===== src/rtl/rtype_decode_stage.sv =====
// rtype_decode_stage: R-type (SPECIAL opcode) decode pipeline stage.
// Accepts one instruction per valid/ready handshake and registers the decoded
// control word with a copy of the instruction. A busy counter tracks the
// multiply/divide unit and stalls HI/LO-class instructions while it runs.
// Optional feature macro: RTYPE_DECODE_HILO_EN enables HI/LO decode, the
// busy counter and the interlock. Without it HI/LO functs decode as reserved.

package signals;
    typedef enum logic [1:0] {ALU_SRCA_RS, ALU_SRCA_SHAMT, ALU_SRCA_NCARE} alu_srca_t;
    typedef enum logic       {ALU_SRCB_RT, ALU_SRCB_NCARE} alu_srcb_t;
    typedef enum logic       {DEST_REG_RD, DEST_REG_NCARE} dest_reg_t;
    typedef enum logic [1:0] {PC_SRC_NEXT, PC_SRC_REG, PC_SRC_EXECPTION, PC_SRC_NCARE} pc_src_t;
    typedef enum logic [1:0] {EXC_CHK_NONE, EXC_CHK_SYSCALL, EXC_CHK_BREAK, EXC_CHK_RESERVERD} exc_chk_t;
    typedef enum logic [3:0] {
        ALU_ADD, ALU_ADDU, ALU_SUB, ALU_SUBU, ALU_AND, ALU_OR, ALU_XOR, ALU_NOR,
        ALU_SLT, ALU_SLTU, ALU_SLL, ALU_SRL, ALU_SRA, ALU_NCARE
    } alu_funct_t;

    typedef struct packed {
        alu_srca_t  alu_srcA;
        alu_srcb_t  alu_srcB;
        dest_reg_t  dest_reg;
        pc_src_t    pc_src;
        exc_chk_t   exc_chk;
        alu_funct_t alu_funct;
        logic       write_reg;
    } control_t;
endpackage

module rtype_decode_stage #(
    parameter int unsigned MUL_LATENCY = 4,
    parameter int unsigned DIV_LATENCY = 32
) (
    input  logic              clk,
    input  logic              reset,
    input  logic [31:0]       instruction,
    input  logic              in_valid,
    output logic              in_ready,
    input  logic              flush,
    output logic              out_valid,
    input  logic              out_ready,
    output signals::control_t ctl,
    output logic [31:0]       out_instruction,
    output logic              hilo_busy
);
    import signals::*;

`ifdef RTYPE_DECODE_HILO_EN
    localparam logic HILO_EN = 1'b1;
`else
    localparam logic HILO_EN = 1'b0;
`endif

    localparam logic [7:0] MUL_LOAD = 8'(MUL_LATENCY);
    localparam logic [7:0] DIV_LOAD = 8'(DIV_LATENCY);

    localparam control_t CTL_DEFAULT = '{
        alu_srcA: ALU_SRCA_RS, alu_srcB: ALU_SRCB_RT, dest_reg: DEST_REG_RD,
        pc_src: PC_SRC_NEXT, exc_chk: EXC_CHK_NONE, alu_funct: ALU_NCARE,
        write_reg: 1'b1
    };
    localparam control_t CTL_RESERVED = '{
        alu_srcA: ALU_SRCA_NCARE, alu_srcB: ALU_SRCB_NCARE, dest_reg: DEST_REG_NCARE,
        pc_src: PC_SRC_EXECPTION, exc_chk: EXC_CHK_RESERVERD, alu_funct: ALU_NCARE,
        write_reg: 1'b0
    };
    localparam control_t CTL_RESET = '{
        alu_srcA: ALU_SRCA_NCARE, alu_srcB: ALU_SRCB_NCARE, dest_reg: DEST_REG_NCARE,
        pc_src: PC_SRC_NCARE, exc_chk: EXC_CHK_NONE, alu_funct: ALU_NCARE,
        write_reg: 1'b0
    };

    logic [5:0] funct;
    logic [5:0] opcode;
    logic [7:0] busy_cnt;
    logic       hilo_funct;
    logic       is_mul;
    logic       is_div;
    logic       interlock;
    logic       take;
    control_t   dec;

    assign funct  = instruction[5:0];
    assign opcode = instruction[31:26];

    // HI/LO-class funct detection (funct only; used for the interlock)
    always_comb begin
        hilo_funct = 1'b0;
        is_mul     = 1'b0;
        is_div     = 1'b0;
        case (funct)
            6'h10, 6'h11, 6'h12, 6'h13: hilo_funct = 1'b1;
            6'h18, 6'h19: begin hilo_funct = 1'b1; is_mul = (opcode == 6'h00); end
            6'h1A, 6'h1B: begin hilo_funct = 1'b1; is_div = (opcode == 6'h00); end
            default: hilo_funct = 1'b0;
        endcase
    end

    // Handshake: a transfer happens on a rising edge when in_valid && in_ready
    // && !flush. in_ready is combinational: the output slot is free or being
    // drained this cycle, and no HI/LO instruction is blocked by a busy unit.
    // out_valid holds ctl/out_instruction stable until out_ready is seen.
    assign interlock = HILO_EN && (busy_cnt != 8'd0) && hilo_funct;
    assign in_ready  = (!out_valid || out_ready) && !interlock;
    assign take      = in_valid && in_ready && !flush;
    assign hilo_busy = HILO_EN && (busy_cnt != 8'd0);

    // Decode the candidate instruction into a control word
    always_comb begin
        dec = CTL_DEFAULT;
        if (opcode != 6'h00) begin
            dec = CTL_RESERVED;
        end else begin
            case (funct)
                6'h20: dec.alu_funct = ALU_ADD;
                6'h21: dec.alu_funct = ALU_ADDU;
                6'h22: dec.alu_funct = ALU_SUB;
                6'h23: dec.alu_funct = ALU_SUBU;
                6'h24: dec.alu_funct = ALU_AND;
                6'h25: dec.alu_funct = ALU_OR;
                6'h26: dec.alu_funct = ALU_XOR;
                6'h27: dec.alu_funct = ALU_NOR;
                6'h2A: dec.alu_funct = ALU_SLT;
                6'h2B: dec.alu_funct = ALU_SLTU;
                6'h00: begin dec.alu_srcA = ALU_SRCA_SHAMT; dec.alu_funct = ALU_SLL; end
                6'h02: begin dec.alu_srcA = ALU_SRCA_SHAMT; dec.alu_funct = ALU_SRL; end
                6'h03: begin dec.alu_srcA = ALU_SRCA_SHAMT; dec.alu_funct = ALU_SRA; end
                6'h04: dec.alu_funct = ALU_SLL;
                6'h06: dec.alu_funct = ALU_SRL;
                6'h07: dec.alu_funct = ALU_SRA;
                6'h08: begin dec.pc_src = PC_SRC_REG; dec.write_reg = 1'b0; end
                6'h09: dec.pc_src = PC_SRC_REG;
                6'h0C: begin
                    dec.pc_src    = PC_SRC_EXECPTION;
                    dec.exc_chk   = EXC_CHK_SYSCALL;
                    dec.write_reg = 1'b0;
                end
                6'h0D: begin
                    dec.pc_src    = PC_SRC_EXECPTION;
                    dec.exc_chk   = EXC_CHK_BREAK;
                    dec.write_reg = 1'b0;
                end
                // MFHI/MFLO write a GPR; decode does not depend on the interlock
                6'h10, 6'h12: if (!HILO_EN) dec = CTL_RESERVED;
                6'h11, 6'h13, 6'h18, 6'h19, 6'h1A, 6'h1B: begin
                    if (HILO_EN) dec.write_reg = 1'b0;
                    else         dec = CTL_RESERVED;
                end
                default: dec = CTL_RESERVED;
            endcase
        end
    end

    // Output register: flush beats transfer, transfer beats drain
    always_ff @(posedge clk or posedge reset) begin
        if (reset) begin
            out_valid       <= 1'b0;
            ctl             <= CTL_RESET;
            out_instruction <= 32'd0;
        end else if (flush) begin
            out_valid <= 1'b0;
        end else if (take) begin
            out_valid       <= 1'b1;
            ctl             <= dec;
            out_instruction <= instruction;
        end else if (out_ready) begin
            out_valid <= 1'b0;
        end
    end

    // Busy counter: reload on issued mul/div, else count down to zero; flush
    // does not cancel an already-issued operation
    always_ff @(posedge clk or posedge reset) begin
        if (reset) begin
            busy_cnt <= 8'd0;
        end else if (HILO_EN && take && is_mul) begin
            busy_cnt <= MUL_LOAD;
        end else if (HILO_EN && take && is_div) begin
            busy_cnt <= DIV_LOAD;
        end else if (busy_cnt != 8'd0) begin
            busy_cnt <= busy_cnt - 8'd1;
        end
    end
endmodule


===== config.mk =====
export PLATFORM = sky130hd
export DESIGN_NAME = rtype_decode_stage
export DESIGN_NICKNAME = d
export VERILOG_FILES = /design/src/rtl/rtype_decode_stage.sv
export SDC_FILE = /design/constraint.sdc
export NUM_CORES = 1
export LEC_CHECK = 0
export ABC_AREA = 1
export CAP_MARGIN = 10
export CORE_ASPECT_RATIO = 1.1
export CORE_UTILIZATION = 38
export CTS_CLUSTER_SIZE = 14
export DETAILED_ROUTE_END_ITERATION = 16
export GPL_TIMING_DRIVEN = 0
export PLACE_DENSITY = 0.75
export SLEW_MARGIN = 10
export SYNTH_ARGS = -nofsm -noshare
export SYNTH_HDL_FRONTEND = slang
export SYNTH_SLANG_ARGS = --single-unit
export TNS_END_PERCENT = 100

===== constraint.sdc =====
create_clock -name clk -period 1.4 [get_ports clk]
set_input_delay 0.42 -clock clk [delete_from_list [all_inputs] [get_ports clk]]
set_output_delay 0.42 -clock clk [all_outputs]
set_load 0.01 [all_outputs]

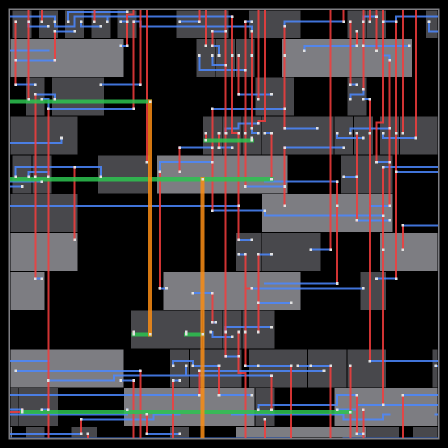
detail.png
Region (21, 40) to (51, 70) um. Cells in gray, sequential cells in the stronger gray; small squares are vias.
[red] metal 2
[blue] metal 1
[orange] metal 4
[green] metal 3
most frequent: nand2_1 (24), dfrtp_1 (7), clkdlybuf4s15_1 (5)
netlist names of flops here include: out_instruction (5), ctl (4)
cells with their middle in the window: 54
sequential cells in the window: 9

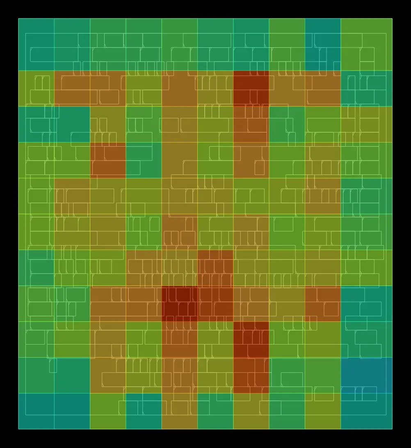
congestion.png
GR Util met3: 4.57%
GRT met2 Usage: 31.2%
fin util: 65.2%
GR Layer Usage met1: 22.5%

==> impl_metrics.env <==
# flow metrics
export IMPL_io_buffers=83
export IMPL_rsz0062_at_grt="true"
export IMPL_setup_ws_ps=-59.5
export IMPL_worstSetupPathType="reg2out"
export IMPL_endpoint="ctl[10]"
export IMPL_clkTransAtPathRegs_ps=80
export IMPL_layout_cells_most_common="nand2_1"
export IMPL_antenna_found_initial=0
export IMPL_syn_inst=245
export IMPL_cts_root_buffer="clkbuf_8"
export IMPL_layout_cells_non_filler=428
export IMPL_io_pins=85
export IMPL_reg2regPathDepth=9
export IMPL_numCtsBuffers=5
export IMPL_cap_viol_max_count=0
export IMPL_clock_latency_ps=290
export IMPL_min_path_type="in2reg"
export IMPL_postSynthSeqShare_pct=55.4
export IMPL_antenna_diode_count=0
export IMPL_slew_viol_final=0
export IMPL_areaGrowthSynthToFinish_pct=62.4
export IMPL_vias_per_cell=4.49
export IMPL_ys_flops=45
export IMPL_violations="setup timing"
export IMPL_timing_rr_end="ctl[8]$_DFFE_PP1P_"
export IMPL_cp_arrival_ps=1040
export IMPL_synth_cell_types=24
export IMPL_finalCritPeriodShare_pct=104
export IMPL_total_power_w=0.00334
export IMPL_topCellsByArea="dfrtp_1 46%, nand2_1 19%, dfstp_2 9.0%"
export IMPL_synth_top_area_share_pct=46.4
export IMPL_rr_startpoint="out_valid$_DFFE_PP0P_"
export IMPL_largest_area_cell="dfrtp_1"
export IMPL_dieArea_mm2=0.00569
export IMPL_dr_total_vias=1922
export IMPL_grt_pass1_vias=1835
export IMPL_die_h_um=79.0
export IMPL_ant_nets=0
export IMPL_route_detailed_drc=0
export IMPL_r2r_setup_slack_ps=180
export IMPL_core_area_mm2=0.00510
export IMPL_status="finished with violations"
export IMPL_avgSynthCellArea_um2=8.37
export IMPL_wirelength_mm=5.21
export IMPL_clock_sinks=45
export IMPL_fp_row_count=27
export IMPL_cellLeakagePower_nw=1.72
export IMPL_dr_pass1_iters=6
export IMPL_synth_nets=282
export IMPL_cts_tree="built"
export IMPL_power_density_mw_per_mm2=1000
export IMPL_worstSetupEndpointType="output port"
export IMPL_htreeDepth=2
export IMPL_ir_drop_v=0.000696
export IMPL_pre_cts_slack_ps=-557
export IMPL_globalRouteTotalUtil_pct=18.1
export IMPL_cts_hold_buf=0
export IMPL_finalHoldViolCount=0
export IMPL_grt_overflow_total=0
export IMPL_crit_start="ctl[10]$_DFFE_PP1P_"
export IMPL_clk_path_buf_depth=2
export IMPL_grt_max_degree=46
export IMPL_post_drt_wl_per_cell_um=12.2
export IMPL_nets=392
export IMPL_dp_cells=400
export IMPL_setup_viol=1
export IMPL_skew_ps=5.83
export IMPL_die_w_um=72.0
export IMPL_place_congestion=0.932
export IMPL_yosys_stat_area_mm2=0.00205
export IMPL_fmax_mhz=685
export IMPL_grt_pass1_wl_mm=8.06
export IMPL_yosysWarnings=0
export IMPL_relSlewSlack_pct=64.8
export IMPL_fp_util_pct=40.2
export IMPL_yosys_cells=245
export IMPL_hpwl_mm=3.40
export IMPL_max_slew_worst_pin_slew_ps=527
export IMPL_synth_area_mm2=0.00205
export IMPL_drive_above_1_share_pct=24.7
export IMPL_path_max_fanout=3
export IMPL_warnings=28
export IMPL_layout_top_cells="101 x nand2_1, 38 x dfrtp_1, 36 x clkdlybuf4s15_1"
export IMPL_worstSetupStartpointType="register"
export IMPL_drt_iter0_markers=149
export IMPL_finalCriticalPeriod_ps=1460
export IMPL_worstPathRequired_ps=980
==> metal layers <==
| layer | vias to the layer above | GRT usage, % | part of all wire [%] | wire length [um] |
|---|---|---|---|---|
| met5 | - | 0 | 0 | 0 |
| met1 | 884 | 22.5 | 42 | 2190 |
| met2 | 69 | 31.2 | 51 | 2660 |
| li1 | 964 | - | - | - |
| met4 | 0 | 5.10 | 0.98 | 51 |
| met3 | 5 | 4.57 | 5.9 | 305 |
==> sequential cells by signal (all words and copies together) (netlist names) <==
name,count
out_instruction,32
ctl,12
out_valid,1
==> area by class of cell <==
cell class / instances / area [um2]
clock inverter: 2 / 37.5
fill: 443 / 1770
buffer: 10 / 78.8
sequential: 45 / 1130
multi-input combinational: 169 / 807
inverter: 21 / 85.1
clock buffer: 6 / 82.6
tap: 72 / 90.1
timing repair buffer: 102 / 1000
timing repair inverter: 1 / 7.51
==> cell usage after synthesis (all sizes together) <==
cell type	number
o21ai	15
dfstp	7
or2	2
nand4	2
conb	1
nand3	9
a21oi	3
inv	21
dfrtp	38
o211ai	1
nand3b	2
nand2	107
buf	10
nor2	26
nor3	1
==> power by group <==
group	internal (W)	switching, W
combinational	0.000413	0.000374
clock	0.000581	0.000447
sequential	0.00145	0.0000784
total	0.00244	0.000900
==> how the worst min path moves through the flow <==
stage                       endpoint  depth (start not counted)  slack (ps)               start
2_1_floorplan     ctl[0]$_DFFE_PP0P_                          1         430               reset
3_3_place_gp      ctl[7]$_DFFE_PP1P_                          2         460  ctl[7]$_DFFE_PP1P_
3_5_place_dp      ctl[7]$_DFFE_PP1P_                          2         460  ctl[7]$_DFFE_PP1P_
4_1_cts           ctl[7]$_DFFE_PP1P_                          2         470  ctl[7]$_DFFE_PP1P_
5_1_grt        out_valid$_DFFE_PP0P_                          2         390               flush
6_report       out_valid$_DFFE_PP0P_                          2         390               flush
==> worst max-delay path: stages (launching register included) <==
cell,delay (ps)
dfstp_2,570
buf_6,100
buf_6,80
==> cells by family (layout without fill, tap and decap cells) <==
logic type | count (synthesis) | after routing | share of synthesized area [%]
and+or+nand+nor | 149 | 149 | 32.1
DFF | 45 | 45 | 55.4
buffers and inverters | 31 | 142 | 7.33
AOI/OAI and AO/OA | 19 | 19 | 5.01
other | 1 | 1 | 0.183
==> per-stage QoR <==
stage	cell area [um2]	hold WS, ps	TNS (ps)
global route	3330	387	-162
global placement	2970	459	-19470
CTS	3110	475	-70.1
floorplan	2050	428	0
detailed placement	2970	463	-21310
finish	3330	386	-59.5
==> repair_timing <==
item | CTS | global route
setup endpoints to repair | 54 | 85
cloned | 0 | 1
buffers inserted | 5 | 14
pin swaps | 1 | 12
gates resized | 99 | 54
No activity file was given, so power comes from the tool's default toggle rates.
